$ cat config.mk
export PLATFORM = sky130hd
export DESIGN_NAME = keypad_scanner
export DESIGN_NICKNAME = d
export VERILOG_FILES = /design/src/rtl/keypad_scanner.sv
export SDC_FILE = /design/constraint.sdc
export NUM_CORES = 1
export LEC_CHECK = 0
export ABC_AREA = 1
export ABC_CLOCK_PERIOD_IN_PS = 5900
export CORE_MARGIN = 3
export CORE_UTILIZATION = 38
export DETAILED_ROUTE_END_ITERATION = 10
export PLACE_DENSITY = 0.65
export SYNTH_ARGS = -nofsm -noshare
export SYNTH_HDL_FRONTEND = slang
export SYNTH_SLANG_ARGS = --single-unit
$ cat constraint.sdc
create_clock -name clk -period 5.9 [get_ports clk]
set_clock_uncertainty 0.15 [all_clocks]
set_input_delay 1.475 -clock clk [delete_from_list [all_inputs] [get_ports clk]]
set_output_delay 1.475 -clock clk [all_outputs]
set_load 0.02 [all_outputs]
$ cat src/rtl/keypad_scanner.sv
// Matrix keypad scanner: walks a one-hot column drive, samples rows once per column dwell,
// debounces whole-frame results and reports single-key press/release events or multi-key state.
module keypad_scanner #(
    parameter int ROWS     = 4,
    parameter int COLS     = 4,
    parameter int SCAN_DIV = 1000,
    parameter int DEBOUNCE = 4,
    localparam int CODE_W  = (ROWS * COLS > 1) ? $clog2(ROWS * COLS) : 1
) (
    input  logic              clk,
    input  logic              rst,
    input  logic [ROWS-1:0]   r,
    output logic [COLS-1:0]   c,
    output logic [CODE_W-1:0] key_code,
    output logic              key_down,
    output logic              key_press,
    output logic              key_release,
    output logic              multi
);

    localparam int COL_W = $clog2(COLS);
    localparam int DW_W  = $clog2(SCAN_DIV);
    localparam int SC_W  = $clog2(DEBOUNCE + 1);

    typedef enum logic [1:0] {
        RES_NONE,
        RES_SINGLE,
        RES_MULTI
    } result_e;

    typedef enum logic [1:0] {
        ST_IDLE,
        ST_HELD,
        ST_MULTI
    } state_e;

    logic [DW_W-1:0]   dwellCnt;
    logic [COL_W-1:0]  colIdx;
    logic              sampleNow;
    logic              frameEnd;

    logic [1:0]        colHits;
    logic [CODE_W-1:0] colCode;
    logic [1:0]        accHits;
    logic [CODE_W-1:0] accCode;
    logic [2:0]        rawSum;
    logic [1:0]        sumHits;
    logic [CODE_W-1:0] sumCode;

    result_e           frameRes;
    result_e           prevRes;
    logic [CODE_W-1:0] prevCode;
    logic [SC_W-1:0]   stableCnt;
    logic [SC_W-1:0]   nextStable;
    logic              sameAsPrev;
    logic              differs;
    logic              accept;

    state_e            state;
    state_e            stateNext;
    logic [CODE_W-1:0] codeNext;
    logic              pressNext;
    logic              releaseNext;

    assign sampleNow = (dwellCnt == DW_W'(SCAN_DIV - 1));
    assign frameEnd  = sampleNow && (colIdx == COL_W'(COLS - 1));

    always_ff @(posedge clk) begin
        if (rst) begin
            dwellCnt <= '0;
            colIdx   <= '0;
        end else if (sampleNow) begin
            dwellCnt <= '0;
            colIdx   <= frameEnd ? '0 : colIdx + 1'b1;
        end else begin
            dwellCnt <= dwellCnt + 1'b1;
        end
    end

    always_comb begin
        c = '0;
        for (int k = 0; k < COLS; k++) begin
            c[COLS-1-k] = (colIdx == COL_W'(k));
        end
    end

    // Rows of the current column: saturated hit count and code of the lowest-index row.
    always_comb begin
        colHits = 2'd0;
        colCode = '0;
        for (int j = 0; j < ROWS; j++) begin
            if (r[j] && colHits != 2'd2) begin
                colHits = colHits + 2'd1;
            end
        end
        for (int j = ROWS - 1; j >= 0; j--) begin
            if (r[ROWS-1-j]) begin
                colCode = CODE_W'(j * COLS) + CODE_W'(colIdx);
            end
        end
    end

    always_comb begin
        rawSum  = {1'b0, accHits} + {1'b0, colHits};
        sumHits = (rawSum >= 3'd2) ? 2'd2 : rawSum[1:0];
        sumCode = (accHits == 2'd0) ? colCode : accCode;
        if (sumHits == 2'd0) begin
            frameRes = RES_NONE;
        end else if (sumHits == 2'd1) begin
            frameRes = RES_SINGLE;
        end else begin
            frameRes = RES_MULTI;
        end
    end

    always_ff @(posedge clk) begin
        if (rst || frameEnd) begin
            accHits <= 2'd0;
            accCode <= '0;
        end else if (sampleNow) begin
            accHits <= sumHits;
            accCode <= sumCode;
        end
    end

    // Two single-key frames only match when they name the same key.
    always_comb begin
        sameAsPrev = (frameRes == prevRes) &&
                     ((frameRes != RES_SINGLE) || (sumCode == prevCode));
        if (!sameAsPrev) begin
            nextStable = SC_W'(1);
        end else if (stableCnt == SC_W'(DEBOUNCE)) begin
            nextStable = stableCnt;
        end else begin
            nextStable = stableCnt + 1'b1;
        end
    end

    always_ff @(posedge clk) begin
        if (rst) begin
            prevRes   <= RES_NONE;
            prevCode  <= '0;
            stableCnt <= '0;
        end else if (frameEnd) begin
            prevRes   <= frameRes;
            prevCode  <= sumCode;
            stableCnt <= nextStable;
        end
    end

    always_comb begin
        case (state)
            ST_IDLE:  differs = (frameRes != RES_NONE);
            ST_HELD:  differs = !((frameRes == RES_SINGLE) && (sumCode == key_code));
            ST_MULTI: differs = (frameRes != RES_MULTI);
            default:  differs = 1'b1;
        endcase
        accept = frameEnd && (nextStable == SC_W'(DEBOUNCE)) && differs;
    end

    always_comb begin
        stateNext   = state;
        codeNext    = key_code;
        pressNext   = 1'b0;
        releaseNext = 1'b0;
        case (state)
            ST_IDLE: begin
                if (accept && frameRes == RES_SINGLE) begin
                    stateNext = ST_HELD;
                    codeNext  = sumCode;
                    pressNext = 1'b1;
                end else if (accept && frameRes == RES_MULTI) begin
                    stateNext = ST_MULTI;
                end
            end
            ST_HELD: begin
                if (accept) begin
                    releaseNext = 1'b1;
                    if (frameRes == RES_SINGLE) begin
                        codeNext  = sumCode;
                        pressNext = 1'b1;
                    end else if (frameRes == RES_MULTI) begin
                        stateNext = ST_MULTI;
                    end else begin
                        stateNext = ST_IDLE;
                    end
                end
            end
            ST_MULTI: begin
                if (accept && frameRes == RES_SINGLE) begin
                    stateNext = ST_HELD;
                    codeNext  = sumCode;
                    pressNext = 1'b1;
                end else if (accept && frameRes == RES_NONE) begin
                    stateNext = ST_IDLE;
                end
            end
            default: begin
                stateNext = ST_IDLE;
            end
        endcase
    end

    always_ff @(posedge clk) begin
        if (rst) begin
            state       <= ST_IDLE;
            key_code    <= '0;
            key_press   <= 1'b0;
            key_release <= 1'b0;
        end else begin
            state       <= stateNext;
            key_code    <= codeNext;
            key_press   <= pressNext;
            key_release <= releaseNext;
        end
    end

    assign key_down = (state == ST_HELD);
    assign multi    = (state == ST_MULTI);

endmodule

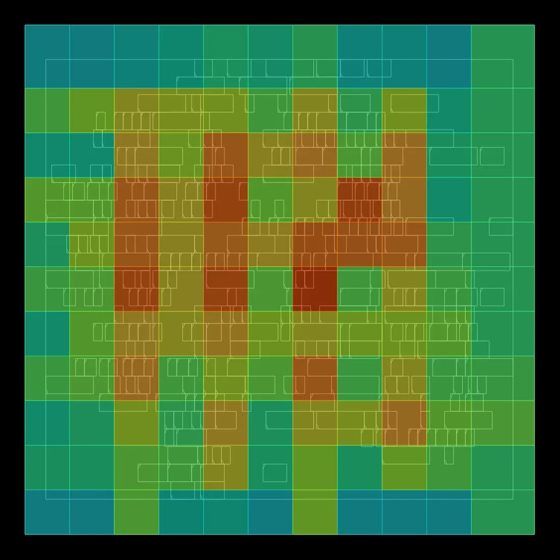
Fig. 1. Routing congestion map (run 1).
gr usage total: 14.8%
DR WL/cell: 10.8 um
met3 GRT Util: 3.63%
met2 Track Usage GR: 23.9%
met1 Use GR: 19.2%

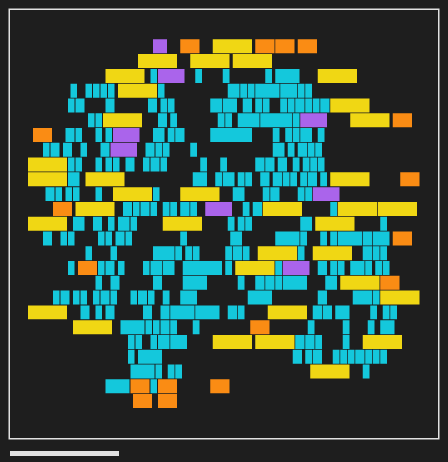
Fig. 2. Cells coloured by class (run 1).
Scale bar: 20 um.
Key: flops = yellow [cells 35, share of their area 31%]; all other logic = cyan [cells 259, share of their area 57%]; clock drivers and dummy loads = purple [cells 8, share of their area 4.6%]; other buffers and delay cells = orange [cells 17, share of their area 7.5%]

==> results.txt, run 1 <==
Status: finished, final reports clean
Clock transition at path regs: 70 ps
CP startpoint kind: input port
Die Span Y: 78.8 um
Layout area overhead: 17.4%
Yosys stat area: 2010 um^2
Clock buffer depth: 2
Post-CTS Setup Bufs: 0
CTS hold repair buffers: 0
Min-delay worst type: flop to flop
Setup CP Type: input port to flop
Final core occ: 48.1%
DIE WIDTH: 78.8 um
Placer Congestion: 0.821
Relative slew slack: 65.9%
Post-placement cell area: 2260 um^2
Leakage dissipation: 0.981 nW
Clk sinks: 35
Synthesized area per cell: 6.80 um^2
I/O Pins: 18
Share of cells above drive strength 1: 8.15%
# rows: 25
MaxCap Viol Count: 0
Vias: 1796
CP arrival: 5400 ps
Vias per inst: 4.65
Final setup fails: 0
Peak per-stage delay on the critical path: 480 ps
Max rail drop VDD: 0.118 mV
Total power draw: 0.489 mW
Cell Type Count: 32
Number of H-tree levels: 2
Unrepaired setup endpoints after global routing: false
Post-layout min period: 5370 ps
Most instantiated logic cells after routing: nand2_1 (74), inv_1 (47), dfxtp_1 (35)
First-pass GRT wire length: 7.32 mm
Iteration-0 DRC Markers: 142
Clock Tree Root: clkbuf_8
Post-synth net total: 316
Largest net degree at the start of global routing: 15
Cell area power density: 207 nW/um^2
Core Area: 4910 um^2
GR Overflow Total: 0
CTS tree: done
Initial antenna violation count: 0
Worst Max-Slew Pin Slew: 509 ps
Log Warnings: 33
Critical path fanouts, max: 9
Inst Count DP: 378
Final hold slack: 310 ps
Worst-path cell chain: clkdlybuf4s50_1 -> ha_1 -> or2_2 -> xor2_1 -> ha_1 -> nor2_1 -> xnor2_1 -> ha_1 -> inv_1 -> fa_1 -> nand2_1 -> nor2_2 -> o22ai_1 -> nor2_1 -> nand2_2 -> nor2_4 -> nand4_4 -> o21ai_1 -> nor2_1
Max Fclk: 0.186 GHz
Most Crowded Layer GR: met2
Pre-Repair DR Iteration Count: 4
Seq/Total Area, Yosys: 34.8%
Cells after Synth: 296
Post-CTS resize count: 0
Number of global-route vias before repair: 1655
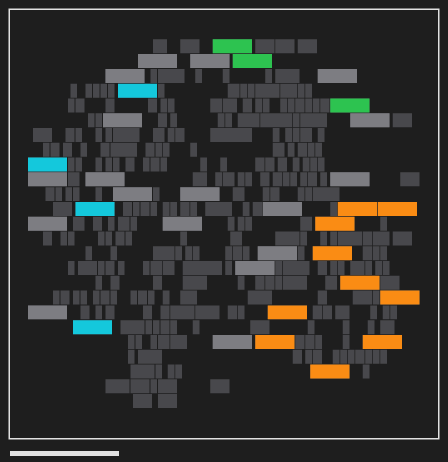
Fig. 3. Sequential cells coloured by netlist name (run 1).
Scale bar: 20 um. Other sequential cells in the stronger grey, the rest of the logic in the fainter grey.
Key: `dwellCnt` = orange [placed flops 10]; `stableCnt` = green [placed flops 3]; `prevCode` = cyan [placed flops 4]

==> run 1: synthesized netlist by cell type <==
cell type / n / area share, %
inv_2: 2 / 0.37
clkinv_1: 1 / 0.19
inv_1: 47 / 8.8
nand4_1: 1 / 0.31
o21bai_1: 1 / 0.37
xnor2_1: 1 / 0.44
nor2_2: 4 / 1.2
nor3b_1: 2 / 0.75
nor4_1: 1 / 0.31
o21ai_1: 4 / 1.0
nand2_2: 5 / 1.6
nor3_2: 1 / 0.50
nand3_1: 22 / 5.5
a21oi_1: 15 / 3.7
o31ai_1: 1 / 0.37
a211oi_1: 1 / 0.37
a21oi_4: 1 / 0.81
xor2_1: 3 / 1.3
nand2_1: 74 / 14
nand2_4: 1 / 0.56
buf_1: 1 / 0.19
o21ai_0: 11 / 2.7
dfxtp_1: 35 / 35
nand4_4: 1 / 1.1
fa_1: 1 / 1.0
or2_2: 2 / 0.62
nor3_1: 5 / 1.2
nor2_1: 34 / 6.3
ha_1: 13 / 8.1
clkbuf_1: 1 / 0.19
nor2_4: 1 / 0.56
o22ai_1: 3 / 0.93
==> run 1: critical path: cells and delay by family <==
family          cells  cell delay (ps)
buf+inv             2              530
xor+xnor            2              320
fa+ha+maj           4             1050
simple gates        9             1710
compound gates      2              300
==> run 1: final timing paths <==
check                                from                  endpoint  slack, ps  cells past startpoint
setup / recovery                     r[0]  key_code[1]$_SDFFE_PP0P_        530                     19
hold / removal     dwellCnt[0]$_SDFF_PP0_    dwellCnt[0]$_SDFF_PP0_        310                      1
setup reg to reg  accHits[0]$_SDFFE_PP0P_  key_code[1]$_SDFFE_PP0P_       3030                     12
hold reg to reg    dwellCnt[0]$_SDFF_PP0_    dwellCnt[0]$_SDFF_PP0_        310                      1
==> run 1: layout make-up <==
cell class | count | area, um^2
fillers | 506 | 2550
repair buffers | 17 | 170
clock buffers | 7 | 96.3
inverters | 50 | 188
well taps | 67 | 83.8
multi-input cells | 209 | 1120
clock inverters | 1 | 7.51
flip-flops and latches | 35 | 701
==> run 1: cell families (layout without fill, tap and decap cells) <==
| logic type | after synthesis | count (layout) | synth area share [%] |
|---|---|---|---|
| AND-OR/OR-AND | 37 | 37 | 10.3 |
| XOR/XNOR | 4 | 4 | 1.74 |
| adder cells (fa/ha/maj) | 14 | 14 | 9.08 |
| buffers and inverters | 52 | 75 | 9.70 |
| flip-flops | 35 | 35 | 34.8 |
| AND/OR/NAND/NOR | 154 | 154 | 34.3 |
==> run 1: report_power, final <==
part           internal [mW]  total [mW]  switching, mW
Combinational         0.0186      0.0548         0.0362
Clock                  0.106       0.195         0.0889
Sequential             0.238       0.239        0.00126
Total                  0.363       0.489          0.126
==> run 1: per-layer routing <==
layer,routed length [um],part of all wire (%)
met4,71,1.7
met1,2070,50
met3,141,3.4
met5,0,0
met2,1880,45
==> run 1: state kept, by name, summed over array words and instances, names as in the netlist <==
name,count
accCode,4
accHits,2
colIdx,2
dwellCnt,10
key_code,4
key_press,1
key_release,1
prevCode,4
prevRes,2
stableCnt,3
state,2
## Run 2: what changed since run 1
- SKIP_CTS_REPAIR_TIMING: default -> 1
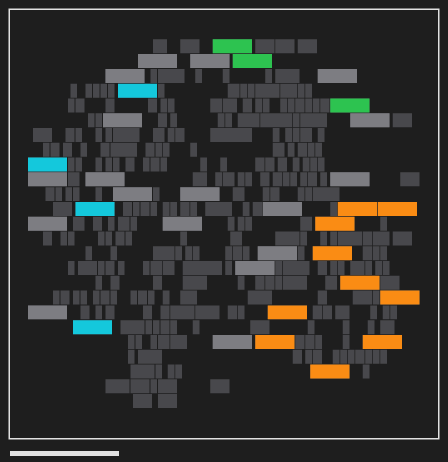
Fig. 4. Sequential cells coloured by netlist name (run 2).
Scale bar: 20 um. Other sequential cells in the stronger grey, the rest of the logic in the fainter grey.
Key: `dwellCnt` = orange [placed flops 10]; `stableCnt` = green [placed flops 3]; `prevCode` = cyan [placed flops 4]

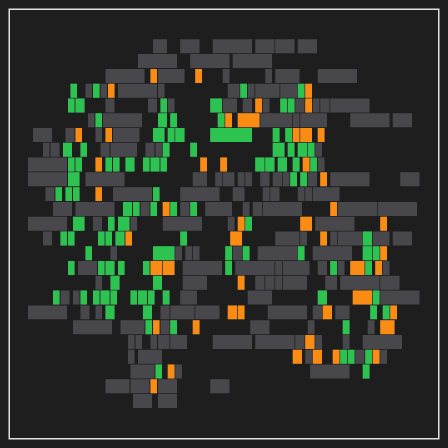
Fig. 5. Selected gate families (run 2).
Key: NOR gates = orange [cells 48]; NAND gates = green [cells 104]

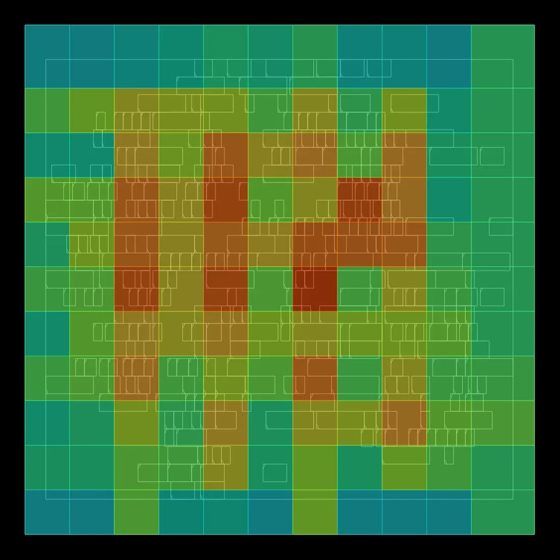
Fig. 6. Routing congestion map (run 2).
final core occ: 48.1%
Most Crowded Layer GR: met2

==> results.txt, run 2 <==
Status: finished, final reports clean
Reg-to-reg setup timing slack: 3030 ps
# rows: 25
Vias: 1796
Predominant post-synthesis flop cell: dfxtp_1
I/O Pins: 18
Top cell area share: 34.8%
Most common cell in the netlist: nand2_1
CP arrival: 5400 ps
Initial antenna violation count: 0
Iteration-0 DRC Markers: 142
Cells after Synth: 296
Setup TNS: 0 ps
Largest net degree at the start of global routing: 15
Clock Tree Root: clkbuf_8
Final setup fails: 0
Clock buffer depth: 2
Most flop-heavy register: dwellCnt
Setup CP Type: input port to flop
WHS Endpoint: dwellCnt[0]$_SDFF_PP0_
Layout area overhead: 17.4%
Clock transition at path regs: 70 ps
CTS tree: done
Log Warnings: 33
Cell Type Count: 32
Leakage dissipation: 0.981 nW
Critical path fanouts, max: 9
DIE WIDTH: 78.8 um
Worst Setup End Kind: flop
Max FFs per register: 10
Unrepaired setup endpoints after global routing: false
Residual DRC: 0
Final WL: 4.16 mm
Most frequent cells after synthesis: nand2_1 (74), inv_1 (47), dfxtp_1 (35), nor2_1 (34), nand3_1 (22)
Leading area contributor after synthesis: dfxtp_1
Vias per inst: 4.65
Critical R2R Launch: accHits[0]$_SDFFE_PP0P_
Worst hold path startpoint: dwellCnt[0]$_SDFF_PP0_
Most instantiated logic cells after routing: nand2_1 (74), inv_1 (47), dfxtp_1 (35)
Cell area power density: 207 nW/um^2
Synthesized area per cell: 6.80 um^2
WP data required: 5930 ps
Core Area: 4910 um^2
Clk sinks: 35
Hold Path Cell Cnt: 1
Max Fclk: 0.186 GHz
Post-layout min period: 5370 ps
Ys async rst share: 0%
Min-delay worst type: flop to flop
GR Overflow Total: 0
Number of global-route vias before repair: 1655
MaxCap Viol Count: 0
Die Span Y: 78.8 um
First-pass GRT wire length: 7.32 mm
Reg2reg end: key_code[1]$_SDFFE_PP0P_
Max rail drop VDD: 0.118 mV
Worst Max-Slew Pin Slew: 509 ps
Post-synth net total: 316
Share of cells above drive strength 1: 8.15%
Yosys stat area: 2010 um^2
Gr usage total: 14.8%
Pre-Repair DR Iteration Count: 4
Seq/Total Area, Yosys: 34.8%
Part of the cycle the worst path needs: 91.0%
Post-synth area hogs: dfxtp_1 (35%), nand2_1 (14%), inv_1 (8.8%)
Placer Congestion: 0.821
Relative slew slack: 65.9%
Post-placement cell area: 2260 um^2
DR WL/cell: 10.8 um
R2R cell count: 12
Post-Synthesis Cell Area: 2010 um^2
EDFF count, synth: 0
CP startpoint kind: input port
Number of H-tree levels: 2
## run 2: worst max path at each step
stage                               end  startpoint  cells after the start
4_1_cts        key_code[0]$_SDFFE_PP0P_        r[0]                     19
3_5_place_dp   key_code[0]$_SDFFE_PP0P_        r[0]                     19
6_report       key_code[1]$_SDFFE_PP0P_        r[0]                     19
5_1_grt        key_code[0]$_SDFFE_PP0P_        r[0]                     20
2_1_floorplan  key_code[0]$_SDFFE_PP0P_        r[0]                     18
3_3_place_gp   key_code[0]$_SDFFE_PP0P_        r[0]                     19
## run 2: cell families (layout without fill, tap and decap cells)
group	after synthesis	in the layout	synth area share, %
adders and majority gates	14	14	9.08
AOI/OAI and AO/OA	37	37	10.3
DFF	35	35	34.8
and+or+nand+nor	154	154	34.3
buffers and inverters	52	75	9.70
xor gates and xnor gates	4	4	1.74
## run 2: area by class of cell
type / count / area (um^2)
Sequential cell: 35 / 701
Clock inverter: 1 / 7.51
Multi-Input combinational cell: 209 / 1120
Fill cell: 506 / 2550
Inverter: 50 / 188
Tap cell: 67 / 83.8
Timing Repair Buffer: 17 / 170
Clock buffer: 7 / 96.3
## run 2: critical path, cell delays in order
cell	delay [ps]
clkdlybuf4s50_1	480
ha_1	220
or2_2	310
xor2_1	170
ha_1	200
nor2_1	200
xnor2_1	150
ha_1	160
inv_1	50
fa_1	470
nand2_1	160
nor2_2	360
o22ai_1	120
nor2_1	160
nand2_2	100
nor2_4	180
nand4_4	190
o21ai_1	180
nor2_1	50
## run 2: metal layers
metal	up-vias	track usage, %	share of wire, %
met5	-	0	0
met4	0	5.24	1.7
met3	8	3.63	3.4
met2	23	23.9	45
met1	793	19.2	50
li1	972	-	-
## run 2: report_power, final
part	total [mW]	internal, mW	switching [mW]	leakage (nW)
Sequential	0.239	0.238	0.00126	0.282
Clock	0.195	0.106	0.0889	0.0505
Combinational	0.0548	0.0186	0.0362	0.648
## run 2: stage by stage
stage,setup slack (ps),hold WS (ps),power (mW),cells
after floorplan,1130,268,0.285,296
after global placement,409,282,0.298,378
after detailed placement,240,289,0.299,378
after CTS,530,304,0.495,386
after global routing,208,328,0.513,386
final,531,310,0.489,386
Power figures rest on the tool's default switching activity, not on a simulated workload.
